Figure 1. Clock distribution (run 1).
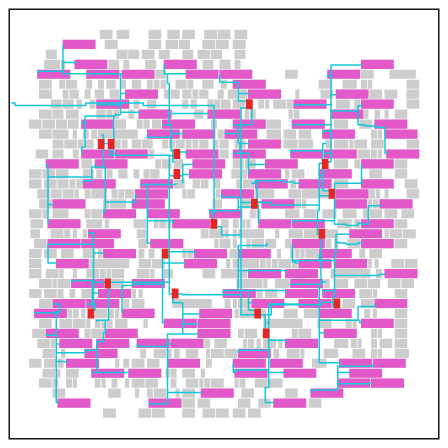
Figure 2. Register map, names as in the netlist (run 1).
Other sequential cells in the stronger gray, the rest of the logic in the fainter gray.
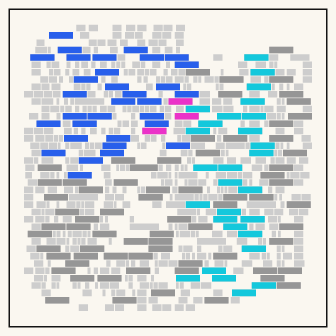
Figure 3. Placed cells, one color a class (run 1).
Scale bar: 20 um.
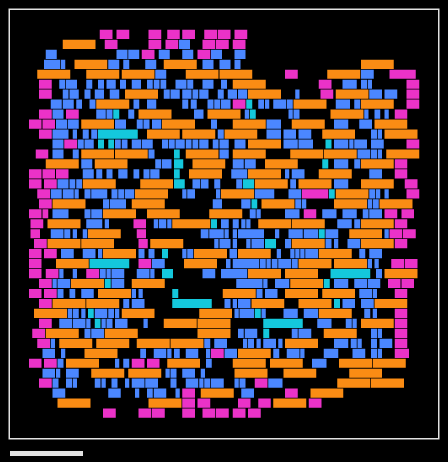
--- config.mk ---
export PLATFORM = sky130hd
export DESIGN_NAME = serial_digit_adder_flat
export DESIGN_NICKNAME = d
export VERILOG_FILES = /design/src/rtl/serial_digit_adder_pkg.sv /design/src/rtl/serial_digit_adder_if.sv /design/src/rtl/serial_digit_adder_slice.sv /design/src/rtl/serial_digit_adder.sv /design/src/flat_wrapper.sv
export SDC_FILE = /design/constraint.sdc
export NUM_CORES = 1
export LEC_CHECK = 0
export CAP_MARGIN = 20
export CORE_MARGIN = 5
export CORE_UTILIZATION = 55
export CTS_BUF_LIST = sky130_fd_sc_hd__clkbuf_2
export CTS_CLUSTER_DIAMETER = 120
export DETAILED_ROUTE_END_ITERATION = 6
export HOLD_SLACK_MARGIN = 0.03
export PLACE_DENSITY = 0.82
export SYNTH_ARGS = -nofsm -noshare
export SYNTH_HDL_FRONTEND = slang
export SYNTH_SLANG_ARGS = --single-unit
--- constraint.sdc ---
create_clock -name clk -period 4 [get_ports clk]
set_clock_uncertainty 0.2 [all_clocks]
set_input_delay 1 -clock clk [delete_from_list [all_inputs] [get_ports clk]]
set_output_delay 1 -clock clk [all_outputs]
set_load 0.02 [all_outputs]
--- src/rtl/serial_digit_adder_pkg.sv ---
// Shared definitions for the digit-serial adder: FSM encodings, counter sizing
// helper and the operand-width legality macro.
`define SDA_WIDTH_OK(W, D) (((D) >= 1) && ((D) <= (W)) && (((W) % (D)) == 0))

package serial_digit_adder_pkg;

  localparam logic [0:0] ST_IDLE = 1'b0;
  localparam logic [0:0] ST_RUN  = 1'b1;

  // Bits needed to count 0..n-1, never less than one.
  function automatic int clog2_min1(input int n);
    int r;
    r = 0;
    while ((32'sd1 << r) < n) begin
      r = r + 1;
    end
    return (r < 1) ? 1 : r;
  endfunction

endpackage

--- src/rtl/serial_digit_adder_if.sv ---
// Request/result bundle between a controlling FSM (master) and the adder (slave).
interface serial_digit_adder_if #(
  parameter int WIDTH = 32
);
  logic             start;
  logic             sub;
  logic [WIDTH-1:0] a;
  logic [WIDTH-1:0] b;
  logic             c_in;
  logic             busy;
  logic             done;
  logic [WIDTH-1:0] sum;
  logic             c_out;
  logic             ovf;

  modport master (output start, sub, a, b, c_in,
                  input  busy, done, sum, c_out, ovf);
  modport slave  (input  start, sub, a, b, c_in,
                  output busy, done, sum, c_out, ovf);
endinterface

--- src/rtl/serial_digit_adder_slice.sv ---
// DIGIT-bit ripple-carry slice; also exposes the carry into its top bit so the
// caller can form signed overflow on the final digit.
module serial_digit_adder_slice #(
  parameter int DIGIT = 4
) (
  input  logic [DIGIT-1:0] a_i,
  input  logic [DIGIT-1:0] b_i,
  input  logic             c_i,
  output logic [DIGIT-1:0] sum_o,
  output logic             c_out_o,
  output logic             c_msb_in_o
);

  logic [DIGIT:0] chain_s;

  // Full-adder chain, LSB to MSB.
  always_comb begin
    chain_s    = '0;
    chain_s[0] = c_i;
    sum_o      = '0;
    for (int i = 0; i < DIGIT; i++) begin
      sum_o[i]       = a_i[i] ^ b_i[i] ^ chain_s[i];
      chain_s[i + 1] = (a_i[i] & b_i[i]) | (chain_s[i] & (a_i[i] ^ b_i[i]));
    end
    c_out_o    = chain_s[DIGIT];
    c_msb_in_o = chain_s[DIGIT-1];
  end

endmodule

--- src/rtl/serial_digit_adder.sv ---
// Multi-cycle adder/subtractor: one DIGIT-bit slice reused N = WIDTH/DIGIT times,
// LSB digit first, behind a start/busy/done handshake.
module serial_digit_adder
  import serial_digit_adder_pkg::*;
#(
  parameter int WIDTH = 32,
  parameter int DIGIT = 4
) (
  input  logic                 clk,
  input  logic                 rst_n,
  serial_digit_adder_if.slave  bus
);

  localparam int N  = WIDTH / DIGIT;
  localparam int CW = clog2_min1(N);
  localparam logic [CW-1:0] LAST = CW'(N - 1);

  if (!`SDA_WIDTH_OK(WIDTH, DIGIT)) begin : g_bad_cfg
    $error("serial_digit_adder: WIDTH must be a positive multiple of DIGIT");
  end

  logic [0:0]       state_q, state_d;
  logic [CW-1:0]    cnt_q, cnt_d;
  logic [WIDTH-1:0] a_q, a_d, b_q, b_d, sh_q, sh_d, sum_q, sum_d;
  logic             carry_q, carry_d, c_out_q, c_out_d, ovf_q, ovf_d;
  logic             busy_q, busy_d, done_q, done_d;

  logic [DIGIT-1:0] slice_sum_s;
  logic             slice_co_s, slice_cmsb_s;
  logic [WIDTH-1:0] sh_shift_s;

  serial_digit_adder_slice #(.DIGIT(DIGIT)) u_slice (
    .a_i        (a_q[DIGIT-1:0]),
    .b_i        (b_q[DIGIT-1:0]),
    .c_i        (carry_q),
    .sum_o      (slice_sum_s),
    .c_out_o    (slice_co_s),
    .c_msb_in_o (slice_cmsb_s)
  );

  // Each new digit enters at the top so the LSB digit ends up at bit 0.
  if (DIGIT == WIDTH) begin : g_single
    assign sh_shift_s = slice_sum_s;
  end else begin : g_multi
    assign sh_shift_s = {slice_sum_s, sh_q[WIDTH-1:DIGIT]};
  end

  always_comb begin
    state_d = state_q;
    cnt_d   = cnt_q;
    a_d     = a_q;
    b_d     = b_q;
    carry_d = carry_q;
    sh_d    = sh_q;
    sum_d   = sum_q;
    c_out_d = c_out_q;
    ovf_d   = ovf_q;
    busy_d  = busy_q;
    done_d  = 1'b0;
    case (state_q)
      ST_IDLE: begin
        if (bus.start) begin
          a_d     = bus.a;
          b_d     = bus.sub ? ~bus.b : bus.b;
          carry_d = bus.sub ? 1'b1 : bus.c_in;
          cnt_d   = '0;
          sum_d   = '0;
          c_out_d = 1'b0;
          ovf_d   = 1'b0;
          busy_d  = 1'b1;
          state_d = ST_RUN;
        end else begin
          state_d = ST_IDLE;
        end
      end
      ST_RUN: begin
        a_d     = a_q >> DIGIT;
        b_d     = b_q >> DIGIT;
        carry_d = slice_co_s;
        sh_d    = sh_shift_s;
        cnt_d   = cnt_q + CW'(1);
        if (cnt_q == LAST) begin
          sum_d   = sh_shift_s;
          c_out_d = slice_co_s;
          ovf_d   = slice_co_s ^ slice_cmsb_s;
          busy_d  = 1'b0;
          done_d  = 1'b1;
          cnt_d   = '0;
          state_d = ST_IDLE;
        end else begin
          state_d = ST_RUN;
        end
      end
      default: begin
        busy_d  = 1'b0;
        cnt_d   = '0;
        state_d = ST_IDLE;
      end
    endcase
  end

  // State and datapath registers.
  always_ff @(posedge clk or negedge rst_n) begin
    if (!rst_n) begin
      state_q <= ST_IDLE;
      cnt_q   <= '0;
      a_q     <= '0;
      b_q     <= '0;
      carry_q <= 1'b0;
      sh_q    <= '0;
      sum_q   <= '0;
      c_out_q <= 1'b0;
      ovf_q   <= 1'b0;
      busy_q  <= 1'b0;
      done_q  <= 1'b0;
    end else begin
      state_q <= state_d;
      cnt_q   <= cnt_d;
      a_q     <= a_d;
      b_q     <= b_d;
      carry_q <= carry_d;
      sh_q    <= sh_d;
      sum_q   <= sum_d;
      c_out_q <= c_out_d;
      ovf_q   <= ovf_d;
      busy_q  <= busy_d;
      done_q  <= done_d;
    end
  end

  assign bus.busy  = busy_q;
  assign bus.done  = done_q;
  assign bus.sum   = sum_q;
  assign bus.c_out = c_out_q;
  assign bus.ovf   = ovf_q;

endmodule

--- src/flat_wrapper.sv ---
// flat-port wrapper written by rule: the top's interface ports become plain ports
module serial_digit_adder_flat import serial_digit_adder_pkg::*;
#(
  parameter int WIDTH = 32,
  parameter int DIGIT = 4
)
  (clk, rst_n, bus_start, bus_sub, bus_a, bus_b, bus_c_in, bus_busy, bus_done, bus_sum, bus_c_out, bus_ovf);
  serial_digit_adder_if #(.WIDTH(WIDTH)) bus_i ();
  input  logic clk;
  input  logic rst_n;
  input wire logic [$bits(bus_i.start)-1:0] bus_start;
  input wire logic [$bits(bus_i.sub)-1:0] bus_sub;
  input wire logic [$bits(bus_i.a)-1:0] bus_a;
  input wire logic [$bits(bus_i.b)-1:0] bus_b;
  input wire logic [$bits(bus_i.c_in)-1:0] bus_c_in;
  output wire logic [$bits(bus_i.busy)-1:0] bus_busy;
  output wire logic [$bits(bus_i.done)-1:0] bus_done;
  output wire logic [$bits(bus_i.sum)-1:0] bus_sum;
  output wire logic [$bits(bus_i.c_out)-1:0] bus_c_out;
  output wire logic [$bits(bus_i.ovf)-1:0] bus_ovf;
  assign bus_i.start = bus_start;
  assign bus_i.sub = bus_sub;
  assign bus_i.a = bus_a;
  assign bus_i.b = bus_b;
  assign bus_i.c_in = bus_c_in;
  assign bus_busy = bus_i.busy;
  assign bus_done = bus_i.done;
  assign bus_sum = bus_i.sum;
  assign bus_c_out = bus_i.c_out;
  assign bus_ovf = bus_i.ovf;
  serial_digit_adder #(.WIDTH(WIDTH), .DIGIT(DIGIT)) u_core (.clk(clk), .rst_n(rst_n), .bus(bus_i));
endmodule
==> flow_metrics.env, run 1 <==
# yosys + openroad results
export IMPL_worstSetupStartpointType="flop"
export IMPL_cts_made_buffers=17
export IMPL_overflow=0
export IMPL_met2_length_um=6110
export IMPL_htreeDepth=4
export IMPL_grtUsageMet2=0.305
export IMPL_outcome="completed"
export IMPL_yosys_cells=556
export IMPL_dp_cells=762
export IMPL_cts_setup_buffers=0
export IMPL_drc=0
export IMPL_endpoint="bus_sum[18]"
export IMPL_ys_sh_mux=0.150
export IMPL_required_ns=2.80
export IMPL_flop_cell="dfrtp_1"
export IMPL_ff_count=133
export IMPL_clock_area_frac=0.0403
export IMPL_worst_pin_slew_ns=0.923
export IMPL_avgSynthCellArea_um2=11.3
export IMPL_clkbuf_count=20
export IMPL_synthTopCellsByCount="dfrtp_1, o21ai_0, nand2_1"
About Figure 1:
[clock drivers] red | count: 17
[flip-flops] magenta | count: 133
[clock wires] cyan | length: 1,510 um
flops lie: widely spread
routed clock nets: 18
Late-Pin Clk Latency: 0.65 ns
clock power share: 0.194
Clk power: 0.000976 W

About Figure 2:
[`u_core.sh_q`] cyan | flops: 28
[`u_core.cnt_q`] magenta | flops: 3
[`u_core.b_q`] blue | flops: 32
FF/Latch Area: 3330 um2
Seq. pwr: 0.00235 W
flop share of the area: 0.443
Final Core Density: 0.664

About Figure 3:
[sequential cells] orange | cells: 133
[clock drivers and dummy loads] cyan | cells: 32
[remaining buffers and delay cells] magenta | cells: 108
[combinational and other logic] blue | cells: 379
finished layout cell area: 7510 um2
Core ar.: 11,300 um2
Site Rows: 39

Figure 4. Track usage over the die (run 1).
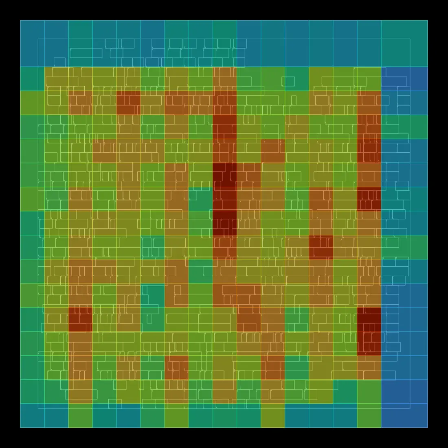

==> run 2, diff against run 1 <==
- clock period: 4 -> 2.7 ns (I/O delays scaled with it)
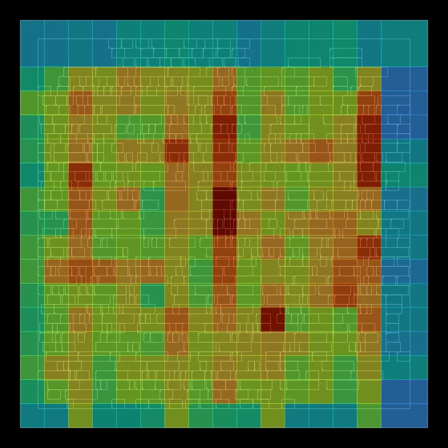
Figure 5: run 2, track usage over the die.
Final Core Density: 0.665
global-route met2 utilization: 0.330
gr busiest metal: met2

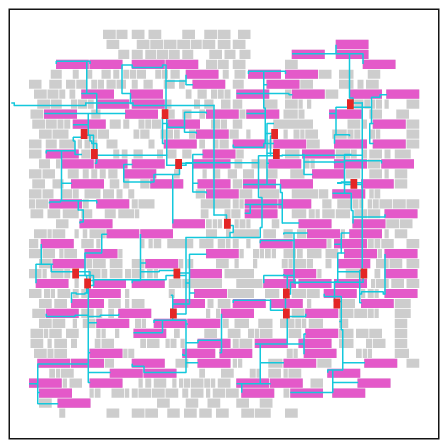
Figure 6: run 2, clock distribution.
[flip-flops] magenta | count: 133
[clock drivers] red | count: 17
[clock wires] cyan | length: 1,500 um
flops lie: widely spread
clock power share: 0.154
Clk power: 0.00111 W

==> run 2 against run 1 <==
Combinational power grew 56%; core utilization grew 0.077 points; first-iteration DRC count grew 46%; non-clock buffer count grew 9; via count grew 0.68%; critical path depth is the same; setup slack lost 0.99 ns; area after synthesis is the same.
==> flow_metrics.env, run 2 <==
# yosys + openroad results
export IMPL_antenna_cells=0
export IMPL_worstSetupStartpointType="flop"
export IMPL_outcome="completed"
export IMPL_cts_setup_buffers=0
export IMPL_floorplan_nets=631
export IMPL_cts_made_buffers=17
export IMPL_final_net_count=723
export IMPL_slew_viol_final=0
export IMPL_layout_area_seq_um2=3330
export IMPL_drc=0
export IMPL_grt_max_degree=74
export IMPL_combPwrFrac=0.371
export IMPL_clk_latency_ns=0.67
export IMPL_required_ns=1.82
export IMPL_met2_length_um=6370
export IMPL_endpoint="bus_c_out"
export IMPL_io_buffers=104
export IMPL_r2r_cells=10
export IMPL_yosys_stat_area_um2=6280
export IMPL_flop_cell="dfrtp_1"
export IMPL_ys_sh_simple=0.0839
export IMPL_use_met3=0.0524
export IMPL_final_area_um2=7520
export IMPL_dp_cells=771
export IMPL_coreArea_um2=11300
export IMPL_rows=39
export IMPL_die_width_um=117
export IMPL_powerSeq_w=0.00342
export IMPL_avgSynthCellArea_um2=11.3
export IMPL_seq_area_frac=0.443
export IMPL_floorplanUtilization=0.554
export IMPL_async_flop_share=1.00
export IMPL_synthTopCellsByCount="dfrtp_1, o21ai_0, nand2_1"
export IMPL_crit_fanout=3
export IMPL_worst_pin_slew_ns=0.636
export IMPL_overflow=0
export IMPL_ys_sh_mux=0.150
export IMPL_htreeDepth=4
export IMPL_clock_area_frac=0.0281
export IMPL_clkbuf_count=20
export IMPL_synth_area_leader_cell="dfrtp_1"
export IMPL_timing_final_crit_share=0.966
export IMPL_ff_count=133
export IMPL_finalHoldViolCount=0
export IMPL_ys_sh_aoi=0.111
Power is estimated from default activity; no workload was simulated.
